[config.mk]
export PLATFORM = sky130hd
export DESIGN_NAME = uart_loop_fifo
export DESIGN_NICKNAME = d
export VERILOG_FILES = /design/src/rtl/uart_loop_fifo.sv
export SDC_FILE = /design/constraint.sdc
export NUM_CORES = 1
export LEC_CHECK = 0
export ABC_AREA = 1
export CAP_MARGIN = 30
export CORE_AREA = 5 5 92 180
export CTS_BUF_LIST = sky130_fd_sc_hd__clkbuf_4 sky130_fd_sc_hd__clkbuf_8 sky130_fd_sc_hd__clkbuf_16
export DETAILED_ROUTE_END_ITERATION = 10
export DIE_AREA = 0 0 97 185
export PLACE_DENSITY = 0.81
export SYNTH_ARGS = -nofsm -noshare
export SYNTH_HDL_FRONTEND = slang
export SYNTH_SLANG_ARGS = --single-unit
[constraint.sdc]
create_clock -name clk_16MHz -period 2.32 [get_ports clk_16MHz]
set_clock_uncertainty 0.2 [all_clocks]
set_input_delay 0.696 -clock clk_16MHz [delete_from_list [all_inputs] [get_ports clk_16MHz]]
set_output_delay 0.696 -clock clk_16MHz [all_outputs]
set_load 0.01 [all_outputs]
[src/rtl/uart_loop_fifo.sv]
// uart_loop_fifo: buffering bridge between the UART receiver output and the
// UART transmitter input. Received bytes are queued in a FIFO and handed to
// the transmitter one at a time with a request / busy / done handshake.
//
// Build option: define UART_LOOP_CRLF_EN to have a 8'h0A automatically sent
// after every 8'h0D that the transmitter accepted.
//
// Transmit FSM
//   state        | meaning
//   -------------+-----------------------------------------------------------
//   ST_IDLE      | nothing in flight; pop the head when the transmitter is idle
//   ST_PRESENT   | tx_din_rdy high, waiting for the transmitter to go busy
//   ST_WAIT_DONE | transmitter busy, waiting for it to become idle again
//   ST_LF        | (UART_LOOP_CRLF_EN only) load the inserted 8'h0A

module uart_loop_fifo #(
   parameter int DEPTH       = 16,
   parameter int ADDR_W      = 4,
   parameter int ACK_TIMEOUT = 65535
) (
   input  logic              clk_16MHz,
   input  logic              rst_n,
   input  logic              rx_rdy,
   input  logic [7:0]        rx_byte,
   input  logic              tx_uart_ready,
   input  logic              clr_overflow,
   output logic              tx_din_rdy,
   output logic [7:0]        tx_din_byte,
   output logic [ADDR_W:0]   fifo_count,
   output logic              fifo_empty,
   output logic              fifo_full,
   output logic              overflow,
   output logic              tx_timeout
);

   localparam int              TMO_W    = $clog2(ACK_TIMEOUT + 1);
   // The counter is loaded at the pop, so a load of N-1 keeps tx_din_rdy
   // high for exactly ACK_TIMEOUT cycles before giving up.
   localparam logic [TMO_W-1:0] TMO_LOAD = TMO_W'(ACK_TIMEOUT - 1);
   localparam logic [ADDR_W:0]  FULL_CNT = (ADDR_W + 1)'(DEPTH);

   typedef enum logic [1:0] {
      ST_IDLE,
      ST_PRESENT,
      ST_WAIT_DONE
`ifdef UART_LOOP_CRLF_EN
      , ST_LF
`endif
   } state_t;

   logic                r_rx_s1, r_rx_s2, r_rx_s3;
   logic                r_rdy_s1, r_rdy_s2;
   logic [7:0]          r_mem [DEPTH];
   logic [ADDR_W-1:0]   r_wr_ptr, r_rd_ptr;
   logic [ADDR_W:0]     r_count;
   logic                r_overflow;
   logic                r_timeout;
   logic                r_din_rdy;
   logic [7:0]          r_din_byte;
   logic [TMO_W-1:0]    r_tmo_cnt;
   state_t              r_state, w_state_nxt;

   logic                w_push, w_pop, w_drop, w_wr_en;
   logic                w_empty, w_full;
   logic                w_tmo_load, w_tmo_dec, w_set_timeout;
`ifdef UART_LOOP_CRLF_EN
   logic                w_load_lf;
`endif

   // Two-flop synchronizers for both slow-domain inputs, plus the rx edge flop.
   always_ff @(posedge clk_16MHz or negedge rst_n) begin
      if (!rst_n) begin
         r_rx_s1  <= 1'b0;
         r_rx_s2  <= 1'b0;
         r_rx_s3  <= 1'b0;
         r_rdy_s1 <= 1'b0;
         r_rdy_s2 <= 1'b0;
      end else begin
         r_rx_s1  <= rx_rdy;
         r_rx_s2  <= r_rx_s1;
         r_rx_s3  <= r_rx_s2;
         r_rdy_s1 <= tx_uart_ready;
         r_rdy_s2 <= r_rdy_s1;
      end
   end

   assign w_push  = r_rx_s2 & ~r_rx_s3;
   assign w_empty = (r_count == '0);
   assign w_full  = (r_count == FULL_CNT);
   // A full FIFO still accepts the push when a pop frees the slot that cycle.
   assign w_drop  = w_push & w_full & ~w_pop;
   assign w_wr_en = w_push & ~w_drop;

   // Storage array; contents need no reset because the pointers define validity.
   always_ff @(posedge clk_16MHz) begin
      if (w_wr_en) begin
         r_mem[r_wr_ptr] <= rx_byte;
      end
   end

   // Pointers and occupancy.
   always_ff @(posedge clk_16MHz or negedge rst_n) begin
      if (!rst_n) begin
         r_wr_ptr <= '0;
         r_rd_ptr <= '0;
         r_count  <= '0;
      end else begin
         if (w_wr_en) begin
            r_wr_ptr <= r_wr_ptr + ADDR_W'(1);
         end
         if (w_pop) begin
            r_rd_ptr <= r_rd_ptr + ADDR_W'(1);
         end
         if (w_wr_en && !w_pop) begin
            r_count <= r_count + (ADDR_W + 1)'(1);
         end else if (!w_wr_en && w_pop) begin
            r_count <= r_count - (ADDR_W + 1)'(1);
         end
      end
   end

   // Sticky overflow; a drop in the same cycle as the clear keeps it set.
   always_ff @(posedge clk_16MHz or negedge rst_n) begin
      if (!rst_n) begin
         r_overflow <= 1'b0;
      end else if (w_drop) begin
         r_overflow <= 1'b1;
      end else if (clr_overflow) begin
         r_overflow <= 1'b0;
      end
   end

   // Transmit FSM state register.
   always_ff @(posedge clk_16MHz or negedge rst_n) begin
      if (!rst_n) begin
         r_state <= ST_IDLE;
      end else begin
         r_state <= w_state_nxt;
      end
   end

   // Transmit FSM next-state and control strobes.
   always_comb begin
      w_state_nxt   = r_state;
      w_pop         = 1'b0;
      w_tmo_load    = 1'b0;
      w_tmo_dec     = 1'b0;
      w_set_timeout = 1'b0;
`ifdef UART_LOOP_CRLF_EN
      w_load_lf     = 1'b0;
`endif
      case (r_state)
         ST_IDLE: begin
            if (!w_empty && r_rdy_s2) begin
               w_pop       = 1'b1;
               w_tmo_load  = 1'b1;
               w_state_nxt = ST_PRESENT;
            end
         end
         ST_PRESENT: begin
            if (!r_rdy_s2) begin
               w_state_nxt = ST_WAIT_DONE;
            end else if (r_tmo_cnt == '0) begin
               w_set_timeout = 1'b1;
               w_state_nxt   = ST_IDLE;
            end else begin
               w_tmo_dec = 1'b1;
            end
         end
         ST_WAIT_DONE: begin
            if (r_rdy_s2) begin
`ifdef UART_LOOP_CRLF_EN
               // After the LF itself the held byte is 8'h0A, so no repeat.
               if (r_din_byte == 8'h0D) begin
                  w_state_nxt = ST_LF;
               end else begin
                  w_state_nxt = ST_IDLE;
               end
`else
               w_state_nxt = ST_IDLE;
`endif
            end
         end
`ifdef UART_LOOP_CRLF_EN
         ST_LF: begin
            w_load_lf   = 1'b1;
            w_tmo_load  = 1'b1;
            w_state_nxt = ST_PRESENT;
         end
`endif
         default: begin
            w_state_nxt = ST_IDLE;
         end
      endcase
   end

   // Registered transmitter interface, timeout counter and sticky timeout flag.
   always_ff @(posedge clk_16MHz or negedge rst_n) begin
      if (!rst_n) begin
         r_din_rdy  <= 1'b0;
         r_din_byte <= 8'h00;
         r_tmo_cnt  <= '0;
         r_timeout  <= 1'b0;
      end else begin
         r_din_rdy <= (w_state_nxt == ST_PRESENT);
         if (w_pop) begin
            r_din_byte <= r_mem[r_rd_ptr];
         end
`ifdef UART_LOOP_CRLF_EN
         else if (w_load_lf) begin
            r_din_byte <= 8'h0A;
         end
`endif
         if (w_tmo_load) begin
            r_tmo_cnt <= TMO_LOAD;
         end else if (w_tmo_dec) begin
            r_tmo_cnt <= r_tmo_cnt - TMO_W'(1);
         end
         if (w_set_timeout) begin
            r_timeout <= 1'b1;
         end
      end
   end

   assign tx_din_rdy  = r_din_rdy;
   assign tx_din_byte = r_din_byte;
   assign fifo_count  = r_count;
   assign fifo_empty  = w_empty;
   assign fifo_full   = w_full;
   assign overflow    = r_overflow;
   assign tx_timeout  = r_timeout;

endmodule

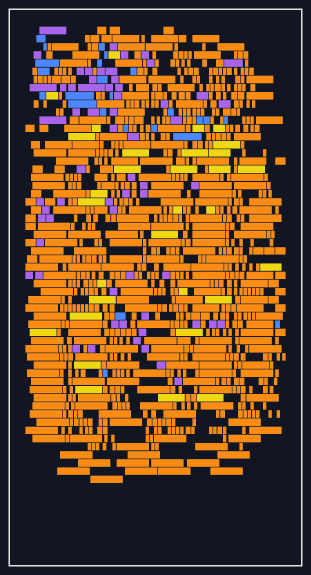
Run 1: cell sizes after repair
(3 px per um)
| color | size | cells | share |
|---|---|---|---|
| purple | _3 and _4 cells | 62 | 6.6% |
| yellow | _6 and larger | 31 | 3.3% |
| blue | _2 cells | 24 | 2.6% |
| orange | _0 and _1 cells | 822 | 88% |
post-route cell area: 0.009552 mm2
Area Overhead vs Synth: 17.86%
post-route setup slack: -0.08356 ns
Non-CTS buffers: 82

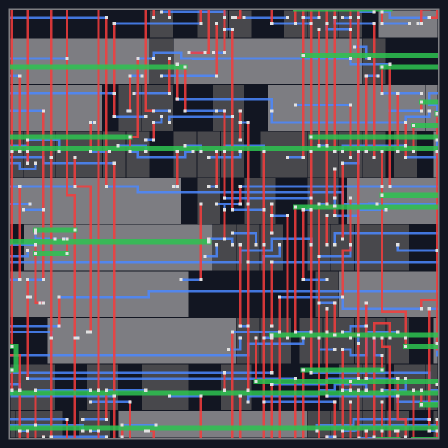
Run 1: close-up of the layout
Region (36, 80) to (61, 105) um. Cells in gray, sequential cells in the stronger gray; small squares are vias.
| color | layer |
|---|---|
| blue | metal 1 |
| green | metal 3 |
| red | metal 2 |
netlist names of flops here include: r_mem (7)
cells with their middle in the window: 61
most frequent: nand2_1 (23), nand3_1 (12), edfxtp_1 (7)
sequential cells in the window: 9

==> out/summary.txt, run 1 <==
clock sinks: 175
Worst R2R Setup Slack: -0.08 ns
setup repair after global routing missed its margin: yes
NumNets Final: 950
TritonCTS clock tree: built
share of synthesized area occupied by flip-flops and latches: 61.94%
Peak Freq: 0.4160 GHz
Startpoint Class: flip-flop
ao+oa area frac: 1.034%
post-route setup slack: -0.08356 ns
chip width: 97 um
Synth Area in Simple Gates: 25.83%
biggest area cells: edfxtp_1 47%, dfrtp_1 15%, nand2_1 13%, nand3_1 8.1%, inv_1 6.1%
comb area leader: simple AND/OR/NAND/NOR gates
WL/cell: 15.71 um
syn_area_per_cell: 9.434 um2
top cells by count, synth: 282 x nand2_1, 131 x inv_1, 131 x nand3_1
number of antenna violations at the first check in global routing: 0
cells in synth_stat.txt: 859
RePlAce Congestion: 0.9155
max-cap violations: 0
Post-Place Worst Slack: -0.08971 ns
leak pwr: 4.292 nW
Crit path required time: 2.49 ns
Post-Synth Adder-Cell Area: 1.791%
fin. max-slew vios: 0
vias in the first global route: 6036
area share, top type: 47.43%
I/O Buffers: 30
htree depth: 4
Cell Rows: 64
fin crit period: 2.404 ns
DRT antenna net count: 0
Worst Setup SP: r_state[1]
Worst-path clk slew: 0.07 ns
Mapped Cells: 859
Hold Worst Slack: 0.1485 ns
status: finished, violations left
CP Capture Type: flip-flop
slew margin rel.: 60.35%
Final Cycle Share: 103.6%
# fillers: 1149
Core ar.: 0.01513 mm2
DP Area: 0.008874 mm2
critical path arrival: 2.57 ns
violated checks: setup timing
number of enable flip-flop cells: 128
Yosys cell types: 34
path type of the worst min-delay path: flip-flop to flip-flop
total grt overflow: 0
Final Hold Viols: 0
Async SR Flop Fraction: 26.86%
tool warnings: 32
Max clock buf depth: 2
top_reg_cell synth: edfxtp_1
count leader, synth: nand2_1
Post-route DRC: 0
final setup fails: 2
Num CTS Buffers: 17
critical path class: flip-flop to flip-flop
Initial DRT Pass Iterations: 5
All-Layer GR Usage: 20.55%
yosys stat area: 0.008104 mm2
MUX share of area: 0%
Via-to-Cell Ratio: 5.250
Seq cells post-synth: 175
yosys xor share: 0.9727%
Initial DRC Count: 461
Synthesis Warnings: 0
pin count of the biggest net entering global routing: 67
hpwl dp: 11.23 mm
Storage cell area: 0.005024 mm2
slew at the pin closest to its max-slew limit: 0.5941 ns
die height: 185 um
chip area: 0.01795 mm2
Worst Path Max Fanout: 3
Latency at later pin: 0.42 ns
PD cells: 1186 mW/mm2
antenna cells: 0
Syn Nets: 883
R2R Path Start: r_state[1]
initial core utilization: 53.55%
io pins: 31
area leader, netlist: edfxtp_1
logic area: 0.002479 mm2
clock root buffer: clkbuf_16
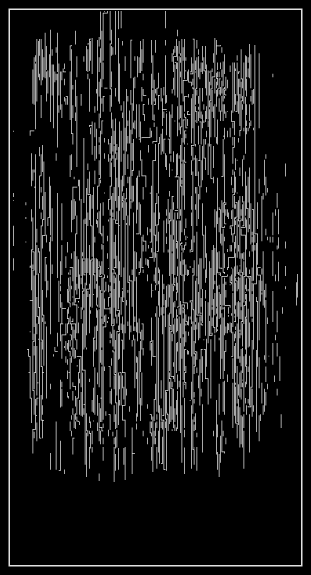
Run 1: signal wires on met2
(3 px per um)
wire length on this layer: 9410 um
main direction: vertical
vias post-DR: 5969
Post-Route WL: 17.86 mm
GR Util met2: 36.71%

run 1: cells by family after synthesis:
logic type	count (synthesis)
AOI/OAI and AO/OA	16
xor gates and xnor gates	9
adders and majority gates	11
buffers and inverters	168
DFF	175
and+or+nand+nor	480
run 1: worst max-delay path, cell delays in order, from the launching register on:
cell	delay, ns
dfrtp_1	0.38
or2_1	0.25
nor2_2	0.15
nand2_4	0.07
nand3_2	0.07
nand2_2	0.06
inv_2	0.08
ha_4	0.14
inv_4	0.05
fa_2	0.34
a21oi_2	0.14
nor2_1	0.05
nor2_1	0.10
xor2_1	0.15
nand2_1	0.06
nand2_1	0.05
run 1: cells in the final DEF, fill, tap and decap left out, types with 4 or more instances in the layout:
master / n
inv_6: 5
nand3_1: 131
nand2_1: 281
inv_1: 127
edfxtp_1: 128
nand3b_1: 4
dfrtp_1: 44
ha_4: 4
inv_2: 4
dlygate4sd2_1: 5
xor2_1: 6
clkbuf_16: 17
clkdlybuf4s50_1: 22
nor3_1: 15
nand4_1: 5
buf_4: 47
o21ai_0: 9
nor2_1: 24
ha_1: 6
run 1: stage by stage:
step           utilization, %  std cells  power, mW  setup TNS [ns]
2_1_floorplan               -        859      7.040         -0.7837
3_3_place_gp            58.63       1099      8.204        -0.02009
3_5_place_dp            58.63       1099      8.394         -0.1985
4_1_cts                 62.95       1136      11.27         -0.1804
5_1_grt                 63.11       1137      12.03         -0.6126
6_report                63.11       1137      11.33        -0.08401
run 1: flip-flops by register name, summed over array words and instances, names as in the netlist, 2 cells and up:
name and flops:
fifo_count 5, r_mem 128, r_rd_ptr 4, r_state 2
r_tmo_cnt 16, r_wr_ptr 4, tx_din_byte 8
run 1: final cells by class:
type                       count  share of cell area (%)
multi-input combinational    516                   25.95
clock buffer                  17                   4.454
sequential                   175                   52.59
tap                          198                   2.594
inverter                     134                   5.292
clock inverter                15                   1.585
timing repair buffer          82                   7.532
run 1: where the power goes:
group,internal (mW),switching [mW],total [mW]
clock,1.51,1.27,2.78
combinational,1.61,2.77,4.38
sequential,3.81,0.357,4.17
run 1: per-layer routing:
metal / routed length (um) / part of all wire [%] / GRT usage, %
met3: 1109 / 6.2 / 4.599
met1: 7033 / 39 / 24.55
met4: 308 / 1.7 / 6.862
met5: 0 / 0 / 0
met2: 9408 / 53 / 36.71
run 1: final timing paths:
| kind | end | cells past startpoint |
|---|---|---|
| hold / removal | r_rx_s2 | 0 |
| hold reg to reg | r_rx_s2 | 0 |
| setup reg to reg | fifo_count[4] | 15 |
| setup / recovery | fifo_count[4] | 15 |
| min in group asynchronous | tx_din_byte[2] | 2 |
| max in group asynchronous | fifo_count[1] | 3 |
run 1: what timing repair did:
| item | CTS | global route |
|---|---|---|
| pin swaps | 10 | 7 |
| endpoints found under the hold margin | 10 | 0 |
| hold buffers | 1 | 0 |
| cloned | 0 | 0 |
| endpoints found under the setup margin | 9 | 6 |
| gates resized | 22 | 7 |
| setup buffers | 4 | 2 |
Run 1, sequential cells grouped by signal name:
(3 px per um)
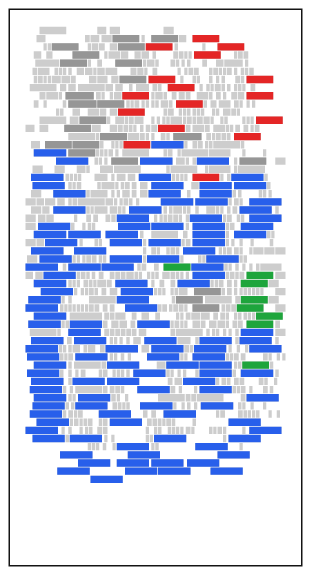

==> inputs of run 2 (changes only) <==
--- a/config.mk
+++ b/config.mk
@@ -12,6 +12,7 @@
 export DETAILED_ROUTE_END_ITERATION = 10
 export DIE_AREA = 0 0 97 185
 export PLACE_DENSITY = 0.81
+export SKIP_CTS_REPAIR_TIMING = 1
 export SYNTH_ARGS = -nofsm -noshare
 export SYNTH_HDL_FRONTEND = slang
 export SYNTH_SLANG_ARGS = --single-unit
==> constraint.sdc (replaced) <==
create_clock -name clk_16MHz -period 2.32 [get_ports clk_16MHz]
set_clock_uncertainty 0.2 [all_clocks]
set_input_delay 0.232 -clock clk_16MHz [delete_from_list [all_inputs] [get_ports clk_16MHz]]
set_output_delay 0.232 -clock clk_16MHz [all_outputs]
set_load 0.01 [all_outputs]
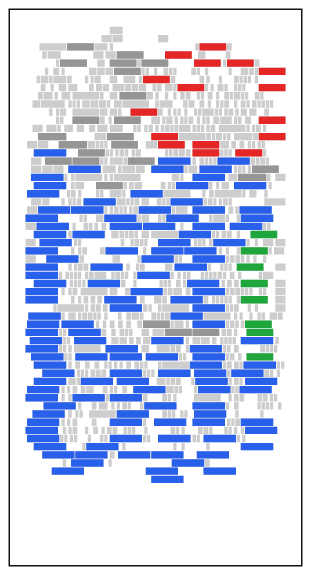
Run 2: sequential cells grouped by signal name
(3 px per um)
| color | signal | sequential cells |
|---|---|---|
| red | r_tmo_cnt | 16 |
| green | tx_din_byte | 8 |
| blue | r_mem | 128 |
Storage cell area: 0.005024 mm2
Seq. pwr: 4.15 mW

==> out/summary.txt, run 2 <==
status: finished, violations left (unchanged)
violated checks: setup timing (unchanged)
TritonCTS clock tree: built (unchanged)
total grt overflow: 0 (unchanged)
Yosys cell types: 34 (unchanged)
setup repair after global routing missed its margin: yes (unchanged)
io pins: 31 (unchanged)
PD cells: 1186 mW/mm2 (about the same)
chip width: 97 um (unchanged)
Gate power share: 38.5% (was 38.7%)
final core occ: 62.29% (was 63.11%)
max reg flops: 128 (unchanged)
chip area: 0.01795 mm2 (unchanged)
leak pwr: 4.266 nW (was 4.292 nW)
Num CTS Buffers: 17 (unchanged)
top cells by count, synth: 282 x nand2_1, 131 x inv_1, 131 x nand3_1 (unchanged)
Initial DRT Pass Iterations: 5 (unchanged)
die height: 185 um (unchanged)
final setup fails: 2 (unchanged)
logic area: 0.002437 mm2 (was 0.002479 mm2)
Final Hold Viols: 0 (unchanged)
Clk pwr share: 24.4% (was 24.5%)
fin. max-slew vios: 0 (unchanged)
Post-Route WL: 17.93 mm (was 17.86 mm)
Cell Rows: 64 (unchanged)
number of enable flip-flop cells: 128 (unchanged)
clock root buffer: clkbuf_16 (unchanged)
tool warnings: 31 (was 32)
I/O Buffers: 30 (unchanged)
internal power: 6.807 mW (was 6.935 mW)
post-route setup slack: -0.1005 ns (was -0.08356 ns)
max-cap violations: 0 (unchanged)
Core ar.: 0.01513 mm2 (unchanged)
RePlAce Congestion: 0.9356 (was 0.9155)
Flop pwr share: 37.2% (was 36.8%)
Worst-path clk slew: 0.07 ns (about the same)
Worst R2R Setup Slack: -0.10 ns (was -0.08 ns)
fin crit period: 2.420 ns (was 2.404 ns)
critical path arrival: 2.59 ns (was 2.57 ns)
biggest area cells: edfxtp_1 47%, dfrtp_1 15%, nand2_1 13%, nand3_1 8.1%, inv_1 6.1% (unchanged)
area share, top type: 47.43% (unchanged)
CP dominant cell by count: buf_4
clock sinks: 175 (unchanged)
Async SR Flop Fraction: 26.86% (unchanged)
htree depth: 4 (unchanged)
NumNets Final: 942 (was 950)
antenna cells: 0 (unchanged)
Most flops, register: r_mem (unchanged)
Power Total: 11.18 mW (was 11.33 mW)
Initial DRC Count: 524 (was 461)
Peak Freq: 0.4131 GHz (was 0.4160 GHz)
vias in the first global route: 6005 (was 6036)
Startpoint Class: flip-flop (unchanged)
Top cell excl fill/tap: nand2_1 (unchanged)
NetSw: 4.374 mW (was 4.397 mW)
vias post-DR: 5986 (was 5969)
share of synthesized area occupied by flip-flops and latches: 61.94% (unchanged)
Seq cells post-synth: 175 (unchanged)
Worst Path Max Fanout: 3 (unchanged)
yosys stat area: 0.008104 mm2 (unchanged)
initial core utilization: 53.55% (unchanged)
Synthesis Warnings: 0 (unchanged)
Mapped Cells: 859 (unchanged)
path type of the worst min-delay path: primary input to flip-flop (was flip-flop to flip-flop)
pin count of the biggest net entering global routing: 67 (unchanged)
hpwl dp: 11.18 mm (was 11.23 mm)
syn_area_per_cell: 9.434 um2 (unchanged)
==> run 2: path summary, 6_finish.rpt <==
path,to,depth (start not counted),startpoint
worst max-delay path,fifo_count[4],15,r_state[0]
worst min-delay path,r_rdy_s1,1,tx_uart_ready
worst max register to register,fifo_count[4],15,r_state[0]
worst min register to register,r_rx_s2,0,r_rx_s1
max in group asynchronous,fifo_count[1],3,rst_n
min in group asynchronous,tx_din_byte[3],3,rst_n
==> run 2: cell type report <==
type	instances	area share [%]
sequential	175	53.28
clock buffer	17	4.512
clock inverter	15	1.513
tap	198	2.628
multi-input combinational	516	25.85
timing repair buffer	74	6.848
inverter	134	5.362
==> run 2: worst max-delay path, delay by kind of cell, from the launching register on <==
kind / cells / cell delay (ns)
flops: 1 / 0.39
fa+ha+maj: 2 / 0.40
buf+inv: 5 / 0.51
simple gates: 7 / 0.71
xor+xnor: 1 / 0.15
==> run 2: through the flow <==
stage	instances	TNS (ns)	worst slack, ns	instance area (um2)	hold WS (ns)
after floorplan	859	-0.7837	-0.07604	8129	-0.2636
after global placement	1093	-0.04375	-0.03960	8803	0.1359
after detailed placement	1093	-0.1853	-0.1001	8803	0.1347
after CTS	1125	-0.2544	-0.1170	9371	-0.2922
after global routing	1129	-0.7446	-0.3233	9428	0.03846
final	1129	-0.1770	-0.1005	9428	0.03798
==> run 2: logic make-up after synthesis <==
group / synth area share (%)
and+or+nand+nor: 25.83
DFF: 61.94
buffers and inverters: 8.430
AOI/OAI and AO/OA: 1.034
adders and majority gates: 1.791
xor gates and xnor gates: 0.9727
==> run 2: power groups by stage <==
stage	Clock [mW]	Combinational [mW]	Sequential, mW
finish	2.73	4.30	4.15
global route	2.91	4.81	4.20
CTS	2.75	4.24	4.15
detailed placement	0	4.18	4.21
global placement	0	4.01	4.18
floorplan	0	2.83	4.21
==> run 2: metal layers <==
metal	track usage [%]	routed length, um	vias to the layer above
li1	-	-	2875
met1	24.59	7022	2852
met2	37.24	9369	226
met3	3.807	1103	33
met4	7.649	431	0
met5	0	0	-
Power and IR drop assume default switching activity.
